### Met3 routing, run 1

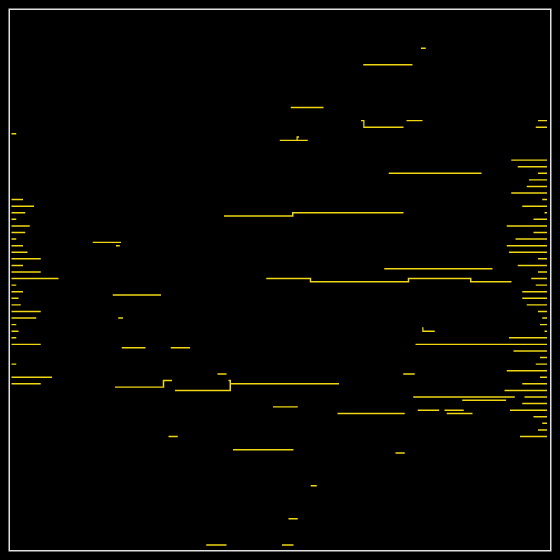
### Register map, names as in the netlist, run 1

Bar = 20 µm.
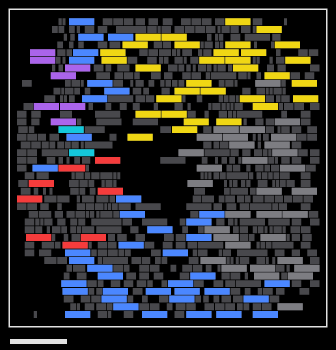
### Routing congestion, run 1

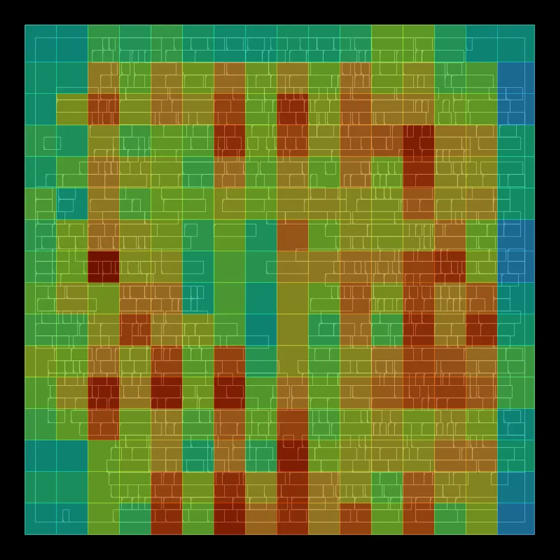
==> config.mk <==
export PLATFORM = sky130hd
export DESIGN_NAME = leaf_stream_tx
export DESIGN_NICKNAME = d
export VERILOG_FILES = /design/src/rtl/leaf_stream_tx.sv
export SDC_FILE = /design/constraint.sdc
export NUM_CORES = 1
export LEC_CHECK = 0
export CORE_MARGIN = 2
export CORE_UTILIZATION = 48
export DETAILED_ROUTE_END_ITERATION = 10
export PLACE_DENSITY = 0.86
export SETUP_SLACK_MARGIN = 0.4
export SLEW_MARGIN = 40
export SYNTH_ARGS = -nofsm -noshare
export SYNTH_HDL_FRONTEND = slang
export SYNTH_SLANG_ARGS = --single-unit
==> constraint.sdc <==
create_clock -name clk -period 5.8 [get_ports clk]
set_input_delay 1.45 -clock clk [delete_from_list [all_inputs] [get_ports clk]]
set_output_delay 1.45 -clock clk [all_outputs]
set_load 0.01 [all_outputs]
==> src/rtl/leaf_stream_tx.sv <==
// Credit-based producer-to-BFT packet transmitter for a single leaf.
// It stamps each accepted payload with a route and a sequence address, and it refills credits from receiver updates.
module leaf_stream_tx #(
    parameter int unsigned PACKET_BITS           = 49,
    parameter int unsigned PAYLOAD_BITS          = 32,
    parameter int unsigned NUM_LEAF_BITS         = 5,
    parameter int unsigned NUM_PORT_BITS         = 4,
    parameter int unsigned NUM_ADDR_BITS         = 7,
    parameter int unsigned NUM_BRAM_ADDR_BITS    = 7,
    parameter int unsigned FREESPACE_UPDATE_SIZE = 64,
    parameter int unsigned DEST_LEAF             = 2,
    parameter int unsigned DEST_PORT             = 1
) (
    input  logic                          clk,
    input  logic                          reset,
    input  logic [PACKET_BITS-1:0]        din_leaf_bft2interface,
    output logic [PACKET_BITS-1:0]        dout_leaf_interface2bft,
    input  logic [PAYLOAD_BITS-1:0]       din_leaf_user2interface,
    input  logic                          vld_user2interface,
    output logic                          ack_interface2user,
    input  logic                          resend,
    output logic [NUM_BRAM_ADDR_BITS:0]   credit_count,
    output logic [31:0]                   pkt_count,
    output logic [31:0]                   stall_count
);

    localparam int unsigned CW         = NUM_BRAM_ADDR_BITS + 1;
    localparam int unsigned SW         = CW + 1;
    localparam int unsigned MAX_CREDIT = 2 ** NUM_BRAM_ADDR_BITS;
    localparam int unsigned VLD_BIT    = PACKET_BITS - 1;
    localparam int unsigned LEAF_LSB   = VLD_BIT - NUM_LEAF_BITS;
    localparam int unsigned PORT_LSB   = LEAF_LSB - NUM_PORT_BITS;

    typedef enum logic [1:0] {
        ST_RUN     = 2'd0,
        ST_BLOCKED = 2'd1,
        ST_RESYNC  = 2'd2
    } state_e;

    state_e                   state_q, state_d;
    logic [CW-1:0]            credit_q, credit_d;
    logic [NUM_ADDR_BITS-1:0] seq_q, seq_d;
    logic [PACKET_BITS-1:0]   dout_q, dout_d;
    logic [31:0]              pkt_q, pkt_d;
    logic [31:0]              stall_q, stall_d;

    logic                     credit_upd_c;
    logic                     accept_c;
    logic [SW-1:0]            credit_sum_c;
    logic [CW-1:0]            credit_sat_c;
    logic                     unused_bft_c;

    // Credit returns are addressed to this leaf on port 0; everything else is traffic to ignore.
    assign credit_upd_c = din_leaf_bft2interface[VLD_BIT]
                       && (din_leaf_bft2interface[VLD_BIT-1 -: NUM_LEAF_BITS] == NUM_LEAF_BITS'(DEST_LEAF))
                       && (din_leaf_bft2interface[LEAF_LSB-1 -: NUM_PORT_BITS] == '0);
    assign unused_bft_c = ^din_leaf_bft2interface[PORT_LSB-1:0];

    // A resend in the same cycle cancels the accept; reset also masks it so that ack stays low while reset is held.
    assign accept_c = reset && vld_user2interface && (state_q == ST_RUN)
                   && (credit_q != '0) && !resend;

    assign credit_sum_c = SW'(credit_q)
                        + (credit_upd_c ? SW'(FREESPACE_UPDATE_SIZE) : SW'(0))
                        - SW'(accept_c);
    assign credit_sat_c = (credit_sum_c > SW'(MAX_CREDIT)) ? CW'(MAX_CREDIT) : CW'(credit_sum_c);

    always_comb begin
        state_d  = state_q;
        credit_d = credit_q;
        seq_d    = seq_q;
        dout_d   = '0;
        pkt_d    = pkt_q;
        stall_d  = stall_q;

        if ((state_q == ST_BLOCKED) && vld_user2interface && (stall_q != '1)) begin
            stall_d = stall_q + 32'd1;
        end

        if (resend) begin
            state_d  = ST_RESYNC;
            credit_d = CW'(MAX_CREDIT);
            seq_d    = '0;
        end else if (state_q == ST_RESYNC) begin
            // Credit updates that arrive during RESYNC are discarded; the buffer counts as empty.
            state_d  = ST_RUN;
            credit_d = CW'(MAX_CREDIT);
            seq_d    = '0;
        end else begin
            credit_d = credit_sat_c;
            state_d  = (credit_sat_c == '0) ? ST_BLOCKED : ST_RUN;
            if (accept_c) begin
                dout_d = PACKET_BITS'({1'b1,
                                       NUM_LEAF_BITS'(DEST_LEAF),
                                       NUM_PORT_BITS'(DEST_PORT),
                                       seq_q,
                                       din_leaf_user2interface});
                seq_d  = seq_q + NUM_ADDR_BITS'(1);
                pkt_d  = pkt_q + 32'd1;
            end
        end
    end

    always_ff @(posedge clk or negedge reset) begin
        if (!reset) begin
            state_q  <= ST_RUN;
            credit_q <= CW'(MAX_CREDIT);
            seq_q    <= '0;
            dout_q   <= '0;
            pkt_q    <= '0;
            stall_q  <= '0;
        end else begin
            state_q  <= state_d;
            credit_q <= credit_d;
            seq_q    <= seq_d;
            dout_q   <= dout_d;
            pkt_q    <= pkt_d;
            stall_q  <= stall_d;
        end
    end

    assign dout_leaf_interface2bft = dout_q;
    assign ack_interface2user      = accept_c;
    assign credit_count            = credit_q;
    assign pkt_count               = pkt_q;
    assign stall_count             = stall_q;

endmodule

==> results.cfg, run 1 <==
; yosys + openroad results
[run_status]
status = finished clean

[route]
viasPerCell = 5.297
ant_nets = 0
wl_met2_um = 7109
drt_iter0_drc = 259
wl_met1_um = 5570
top_layer = met4
wire_per_inst_um = 16.52
drc = 0

[synth]
aoi_share_pct = 4.885
topCombFamilyByArea = simple AND/OR/NAND/NOR gates
ys_seq_share_pct = 54.50
synth_top_area_share_pct = 54.03
muxShareOfSynthArea_pct = 0.8104
synth-adder-area-share_pct = 3.377
syn_avg_cell_area_um2 = 11.39
syn-instance-count = 488
ys_area_mm2 = 0.005558
edf_count = 0
ys_types = 53
ys_cells = 488

[global_routing]
grt_max_degree = 71
grt_pass1_vias = 4400
grt-ovfl-total = 0

[clock_network]
cts_root_buffer = clkbuf_16
cts_tree = yes
cts_setup_buffers = 0
cts_resized = 0
cts_buffers = 17
clk_pin_slew_worst_paths_ns = 0.05
htree_levels = 4
postCtsHoldBufs = 0

[sta]
tightest_slew_ns = 0.6483
fmax_mhz = 216.8
finalSetupTns_ns = 0
finalMaxSlewViolations = 0
period_used_pct = 79.53
period_needed_ns = 4.613
setup_viol = 0
slew_headroom_pct = 56.78

[setup_path]
crit_slowest_cell = clkdlybuf4s50_1
required_ns = 4.35
crit_buf_inv = 2
reg2reg_depth = 12
arrival_ns = 3.16
critPathCaptureType = primary output
crit_chain = clkdlybuf4s50_1 -> nand4bb_4 -> a311oi_4 -> clkdlybuf4s50_1
critPathMaxFanout = 3

[final_layout]
fillers = 827
syn2layout_area_growth_pct = 41.83
antennaDiodeCount = 0
stdcell_area_mm2 = 0.007883
nets = 759
drive_gt1_share_pct = 8.185

[floorplanning]
rows = 39
pin_count = 207
chipArea_mm2 = 0.01246
core-area_mm2 = 0.01137
die_h_um = 111.6

[job]
tool_warnings = 68

[worst_hold_path]
hold_path_depth = 1
hold_path.class = reg2reg

[placed_design]
dp_slack_ns = 0.8074
dp_hpwl_um = 9738
postPlaceCellArea_mm2 = 0.007287

[power_and_ir_drop]
powerDensity_mw_per_mm2 = 333.3
p_leak_nw = 3.580
## Picture notes: 'Met3 routing'
- nets with wire on the layer: 93
- wire length on this layer: 614 µm
- longest straight run: 26.9 µm
vias: 4,317
met3 global-route usage: 5.008%
WL final: 13,460 µm

## Picture notes: 'Register map, names as in the netlist'
- `dout_leaf_interface2bft`: blue (flops 40)
- `seq_q`: purple (flops 7; where upper left)
- `state_q`: cyan (flops 2)
- `credit_count`: red (flops 8; where middle left)
- `pkt_count`: yellow (flops 32)

## Picture notes: 'Routing congestion'
GR peak layer: met2
GRT Overall Usage: 22.31%

-- run 1: area by class of cell --
cell class                      instances  area, µm²  area share (%)
Sequential cell                       121       3029           38.43
Multi-Input combinational cell        332       2360           29.94
Timing Repair Buffer                  164       1633           20.71
Clock buffer                           20      446.7           5.667
Tap cell                              143      178.9           2.270
Clock inverter                         12      148.9           1.889
Inverter                               23      86.33           1.095
-- run 1: flip-flops by register name (all words and copies together) (netlist names) --
| register | count |
|---|---|
| dout_leaf_interface2bft | 40 |
| stall_count | 32 |
| seq_q | 7 |
| state_q | 2 |
| pkt_count | 32 |
| credit_count | 8 |
-- run 1: cell usage after synthesis, types with 9 or more instances --
master / instances
inv_1: 23
nand4_1: 22
nor3_1: 16
nand3_1: 18
and2_1: 39
nand2_1: 30
and3_1: 11
buf_4: 9
ha_1: 15
nor2_1: 30
xor2_1: 35
dfrtp_1: 120
xnor2_1: 32
-- run 1: power breakdown --
group / internal (mW) / switching (mW) / total (mW)
Clock: 0.685 / 0.372 / 1.06
Sequential: 0.887 / 0.0428 / 0.929
Combinational: 0.295 / 0.346 / 0.641
Total: 1.87 / 0.760 / 2.63
-- run 1: metal layers --
layer	GRT usage, %	vias up
met2	39.23	133
met1	27.26	2148
met3	5.008	19
li1	-	2017
met5	0	-
met4	7.572	0
-- run 1: final timing paths --
check                                   startpoint  slack, ns                  to
worst min register to register       pkt_count[31]       0.47       pkt_count[31]
worst max register to register     credit_count[4]       2.30     credit_count[4]
min in group asynchronous                    reset       1.19        pkt_count[2]
worst min-delay path                 pkt_count[31]       0.47       pkt_count[31]
max in group asynchronous                    reset       3.56            seq_q[6]
worst max-delay path            vld_user2interface       1.19  ack_interface2user
### Logic cells by family, run 1

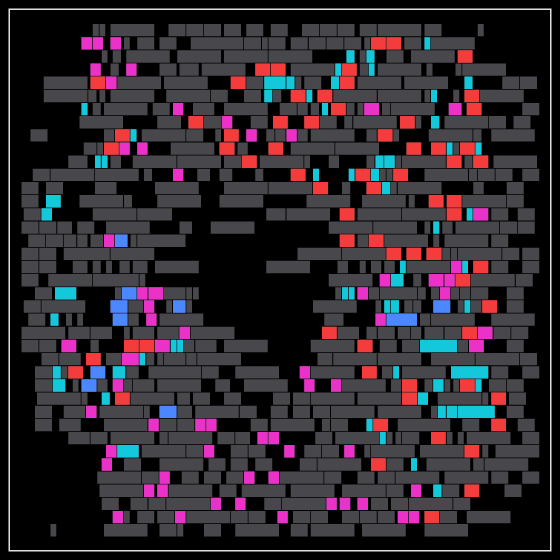

==> run 1 -> run 2 <==
Settings changed: CORE_UTILIZATION 48 to 40, PLACE_DENSITY 0.86 to 0.76.
Clock period 5.8 ns to 3.85 ns, I/O delays scaled along.
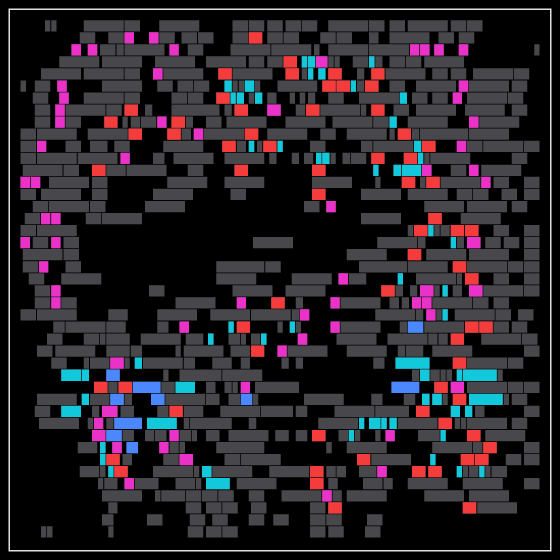
*Logic cells by family, run 2*
- non-inverting ao/oa cells: blue (cells 10)
- and/or cells: magenta (cells 65; where all over the die)
- nor cells: cyan (cells 61; where all over the die)
- xor and xnor cells: red (cells 67; where all over the die)

==> run 2 against run 1 <==
Cell area up 2.6%; global-route usage decreased by 4.1 points; clock-buffer cell count down 1; combinational power rose by 79%; non-clock buffer count up 6; cell count rose by 5.2%; area after synthesis did not move; first-iteration DRC count fell by 23%; worst setup slack worse by 0.68 ns; via count shrank 0.74%; critical endpoint is now credit_count[4]; largest power group unchanged.
==> results.cfg, run 2 <==
; yosys + openroad results
[power_and_ir_drop]
swShare_pct = 27.57
powerDensity_mw_per_mm2 = 527.0
p_leak_nw = 3.637
p_comb_share_pct = 26.9
clock_power_share_pct = 40.3
seqPwrFrac_pct = 32.8
p_int_mw = 3.088
p_switching_mw = 1.175

[setup_path]
critPathMaxFanout = 6
arrival_ns = 3.66
required_ns = 4.16
critPathCaptureType = flip-flop
crit_slowest_cell = clkdlybuf4s50_1
crit_chain = clkdlybuf4s50_1 -> nor4_1 -> nand4b_1 -> ha_1 -> inv_1 -> ha_2 -> nand2b_1 -> o311ai_0 -> a311o_1 -> o211a_4 -> nor4_2

[global_routing]
grt_util_met1_pct = 22.83
grt-ovfl-total = 0
grt_pass1_vias = 4335
grt.met3_usage_pct = 4.822
antenna_found_initial = 0
grt_max_degree = 72
busiest_layer = met2

[sta]
clock_skew_ns = 0.005724
setup_viol = 0
period_needed_ns = 3.346
fmax_mhz = 298.9
finalSetupTns_ns = 0
finalMaxSlewViolations = 0
slew_headroom_pct = 55.60
period_used_pct = 86.91
tightest_slew_ns = 0.6661

[clock_network]
cts_root_buffer = clkbuf_16
cts_buffers = 17
htree_levels = 4
clock_sinks = 121
postCtsHoldBufs = 0
clk_pin_slew_worst_paths_ns = 0.06
cts_tree = yes

[floorplanning]
core-area_mm2 = 0.01372
chipArea_mm2 = 0.01485
die_h_um = 121.9
fp_util_pct = 40.51
rows = 43
pin_count = 207

[route]
drc = 0
viasPerCell = 5.000
wl_met1_um = 5450
top_layer = met4
wl_um = 12970
ant_nets = 0
routed-via-count = 4285
wl_met2_um = 6451
wire_per_inst_um = 15.13
drt_iter0_drc = 200

[synth]
edf_count = 0
synth_top_area_share_pct = 54.03
ys_area_mm2 = 0.005558
common_cells = 120 x dfrtp_1, 39 x and2_1, 35 x xor2_1
syn_avg_cell_area_um2 = 11.39
ys_types = 53
ys_seq_share_pct = 54.50
syn-instance-count = 488
synth.cell_area_mm2 = 0.005558
ff_type = dfrtp_1
ys_cells = 488
yosysMostFrequentCell = dfrtp_1

[run_status]
status = finished clean

[final_layout]
utilization_pct = 58.95
stdcell_area_mm2 = 0.008088
nets = 765
syn2layout_area_growth_pct = 45.52
fillers = 1121
drive_gt1_share_pct = 10.49
antennaDiodeCount = 0
seqCellArea_mm2 = 0.003029
largest_register_ffs = 40
logic_area_mm2 = 0.002426

[worst_hold_path]
hold_path.class = reg2reg

[placed_design]
postPlaceCellArea_mm2 = 0.007395
dp_hpwl_um = 9188
dp_slack_ns = -0.04465

[job]
tool_warnings = 70
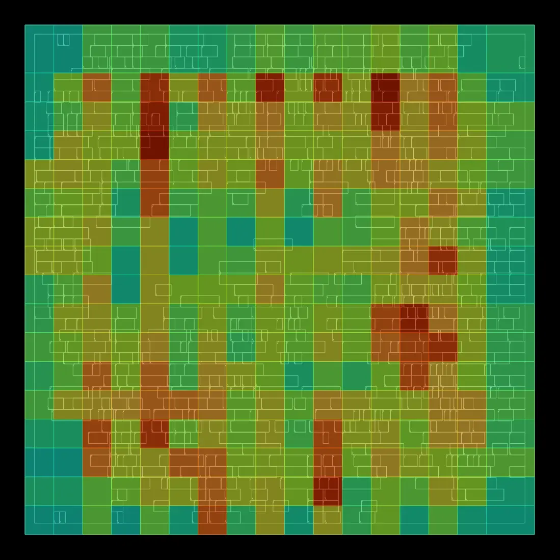
*Routing congestion, run 2*
met2 usage: 29.40%
GRT Overall Usage: 18.21%

## run 2: cell families after synthesis
family	after synthesis	synth area share, %
compound gates	32	4.885
xor+xnor	67	10.56
fa+ha+maj	15	3.377
buf+inv	41	3.444
flops	121	54.50
mux	4	0.8104
other cells	1	0.06747
simple gates	207	22.36
## run 2: what timing repair did
action	CTS	global route
buffers inserted	0	2
resized	2	8
setup endpoints to repair	2	10
pin swaps	1	2
## run 2: area by class of cell
class / count / share of cell area [%]
flip-flops and latches: 121 / 37.45
multi-input cells: 332 / 30.00
repair buffers: 170 / 20.76
clock buffers: 19 / 5.476
well taps: 180 / 2.785
clock inverters: 12 / 2.460
inverters: 23 / 1.067
## run 2: worst max-delay path: cells and delay by family
kind / cells / cell delay, ns
AND/OR/NAND/NOR: 4 / 0.80
AND-OR/OR-AND: 3 / 0.79
buffers and inverters: 2 / 0.45
adder cells (fa/ha/maj): 2 / 0.66
## run 2: final timing paths
check | start | endpoint | slack, ns | depth (start not counted)
min in group asynchronous | reset | stall_count[3] | 0.72 | 2
max in group asynchronous | reset | dout_leaf_interface2bft[29] | 2.08 | 3
worst min-delay path | pkt_count[31] | pkt_count[31] | 0.48 | 1
worst max register to register | credit_count[4] | state_q[0] | 0.87 | 12
worst max-delay path | din_leaf_bft2interface[40] | credit_count[4] | 0.50 | 11
worst min register to register | pkt_count[31] | pkt_count[31] | 0.48 | 1
## run 2: power groups by stage
stage	Clock (mW)	Sequential [mW]	Combinational [mW]
after global placement	0	1.42	0.984
after CTS	1.75	1.40	1.04
after detailed placement	0	1.42	1.02
final	1.72	1.40	1.15
after global routing	1.81	1.41	1.26
after floorplan	0	1.43	0.623
### Met3 routing, run 2

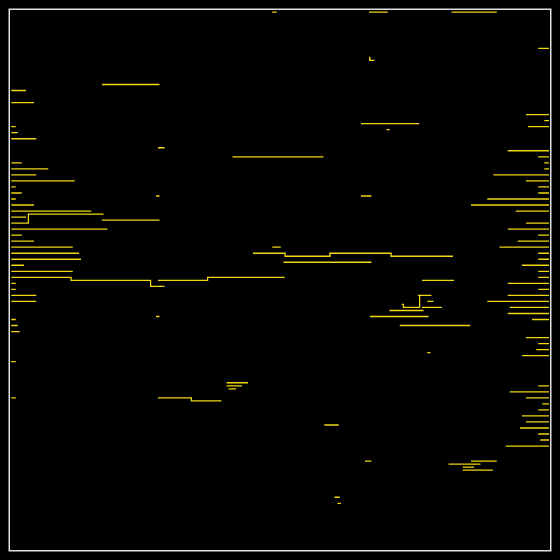

==> run 2 -> run 3 <==
Settings changed: CORE_UTILIZATION 40 to 45, PLACE_DENSITY 0.76 to 0.81.
Clock period 3.85 ns to 3.77 ns, I/O delays scaled along.
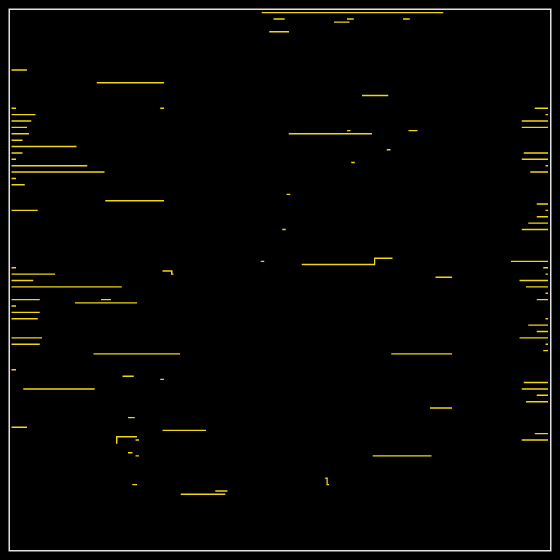
*Met3 routing, run 3*
- wire length on this layer: 489 µm
- share of all routed wire: 3.7%
- nets with wire on the layer: 78
vias: 4,267
WL final: 13,370 µm
met3 global-route usage: 4.902%

==> run 3 against run 2 <==
Wire length is 3.1% higher; critical path type unchanged; via count is 0.42% lower; clock skew up 0.0016 ns; worst setup slack got worse by 0.015 ns; highest routed layer unchanged; area after synthesis is the same; largest power group unchanged; global-route usage increased by 2.5 points; clock-buffer cell count rose by 2.
==> results.cfg, run 3 <==
; yosys + openroad results
[run_status]
status = finished clean

[sta]
setup_viol = 0
fmax_mhz = 304.8
period_used_pct = 87.03
period_needed_ns = 3.281
finalSetupTns_ns = 0
slew_headroom_pct = 55.64
tightest_slew_ns = 0.6654
worst_slack_ns = 0.4890
clock_skew_ns = 0.007331

[worst_hold_path]
hold_path.class = reg2reg
whs_endpoint = pkt_count[31]
hold_path_depth = 1
worstHoldStart = pkt_count[31]

[final_layout]
antennaDiodeCount = 0
seqCellArea_mm2 = 0.003029
drive_gt1_share_pct = 10.34
logic_area_mm2 = 0.002424
largest_register_ffs = 40
nets = 765
syn2layout_area_growth_pct = 44.48
stdcell_area_mm2 = 0.008030
fillers = 910

[setup_path]
rrSetupSlack_ns = 0.79
crit_buf_inv = 2
required_ns = 4.11
reg2reg_to = credit_count[5]
reg2reg_depth = 11
rr_startpoint = credit_count[5]
arrival_ns = 3.62
path_delay_family = simple AND/OR/NAND/NOR gates
critPathMaxFanout = 6
critPathCaptureType = flip-flop
crit_chain = clkdlybuf4s50_1 -> nor4_1 -> nand4b_1 -> ha_1 -> inv_1 -> ha_4 -> or3_1 -> a31o_4 -> a2111oi_0 -> or3_4 -> and3_1
crit_slowest_cell = a2111oi_0

[job]
tool_warnings = 69

[synth]
yosysMostFrequentCell = dfrtp_1
ff_type = dfrtp_1
ys_seq_share_pct = 54.50
common_cells = 120 x dfrtp_1, 39 x and2_1, 35 x xor2_1
syn-instance-count = 488
ys_async_sr_fraction_pct = 100.0
ys_types = 53
synth_top_area_share_pct = 54.03
synth.cell_area_mm2 = 0.005558
ys_area_mm2 = 0.005558
syn_avg_cell_area_um2 = 11.39
ys_cells = 488
edf_count = 0

[clock_network]
postCtsHoldBufs = 0
htree_levels = 4
cts_root_buffer = clkbuf_16
cts_buffers = 17
clock_sinks = 121
clk_pin_slew_worst_paths_ns = 0.06

[power_and_ir_drop]
vdd_drop_max_mv = 0.4152
p_leak_nw = 3.622
powerDensity_mw_per_mm2 = 530.6

[floorplanning]
pin_count = 207
core-area_mm2 = 0.01201
die_h_um = 115.1
chipArea_mm2 = 0.01326
fp_util_pct = 46.27

[global_routing]
grt-ovfl-total = 0
grtUsageTotal_pct = 20.73
grt_max_degree = 84
antenna_found_initial = 0

[route]
wire_per_inst_um = 16.23
ant_nets = 0
drc = 0
viasPerCell = 5.178

[placed_design]
dp_slack_ns = -0.07502
postPlaceCellArea_mm2 = 0.007368
dp_hpwl_um = 9540
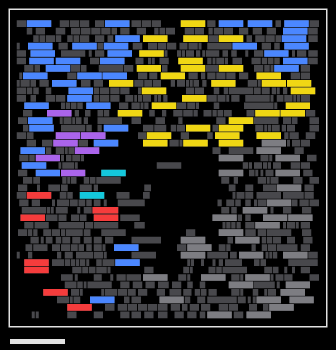
*Register map, names as in the netlist, run 3*
Bar = 20 µm.
- `pkt_count`: yellow (flops 32)
- `state_q`: cyan (flops 2)
- `dout_leaf_interface2bft`: blue (flops 40)
- `credit_count`: red (flops 8)
- `seq_q`: purple (flops 7; where middle left)
- not coloured: 32
P_seq: 1.43 mW
flop share of the area: 37.72%
Layout Utilization: 66.85%

-- run 3: cell counts after synthesis --
No cell type changed its count.
-- run 3: cell type report --
cell class | instances | share of cell area [%]
tap | 147 | 2.290
timing repair buffer | 170 | 20.93
clock buffer | 21 | 5.734
inverter | 23 | 1.075
clock inverter | 10 | 2.072
sequential | 121 | 37.72
multi-input combinational | 332 | 30.18
-- run 3: layer usage --
layer,GRT usage (%),up-vias,wire length (µm)
met4,9.639,0,367
met2,36.04,114,7263
li1,-,2024,-
met3,4.902,32,488
met5,0,-,0
met1,24.28,2097,5253
-- run 3: report_power, final --
part	internal (mW)	switching [mW]
sequential	1.36	0.0631
combinational	0.574	0.549
clock	1.14	0.570
total	3.08	1.18
-- run 3: cell families (layout without fill, tap and decap cells) --
logic type | count (synthesis) | count (layout) | share of synthesized area [%]
and+or+nand+nor | 207 | 207 | 22.36
buffers and inverters | 41 | 224 | 3.444
muxes | 4 | 4 | 0.8104
xor gates and xnor gates | 67 | 67 | 10.56
adders and majority gates | 15 | 15 | 3.377
other | 1 | 7 | 0.06747
DFF | 121 | 121 | 54.50
AOI/OAI and AO/OA | 32 | 32 | 4.885
-- run 3: worst max path at each step --
stage	from	to	slack, ns	depth (start not counted)
floorplan	reset	credit_count[4]	0.35	12
global placement	vld_user2interface	credit_count[4]	-0.03	11
detailed placement	vld_user2interface	credit_count[4]	-0.08	11
CTS	din_leaf_bft2interface[43]	credit_count[4]	0.40	11
global route	din_leaf_bft2interface[43]	state_q[0]	0.31	11
finish	din_leaf_bft2interface[40]	credit_count[5]	0.49	11
-- run 3: repair_timing --
item                                    4_1_cts  5_1_grt
endpoints found under the setup margin        5        9
gates resized                                 4        5
pin swaps                                     1        3
Power and IR drop assume default switching activity.
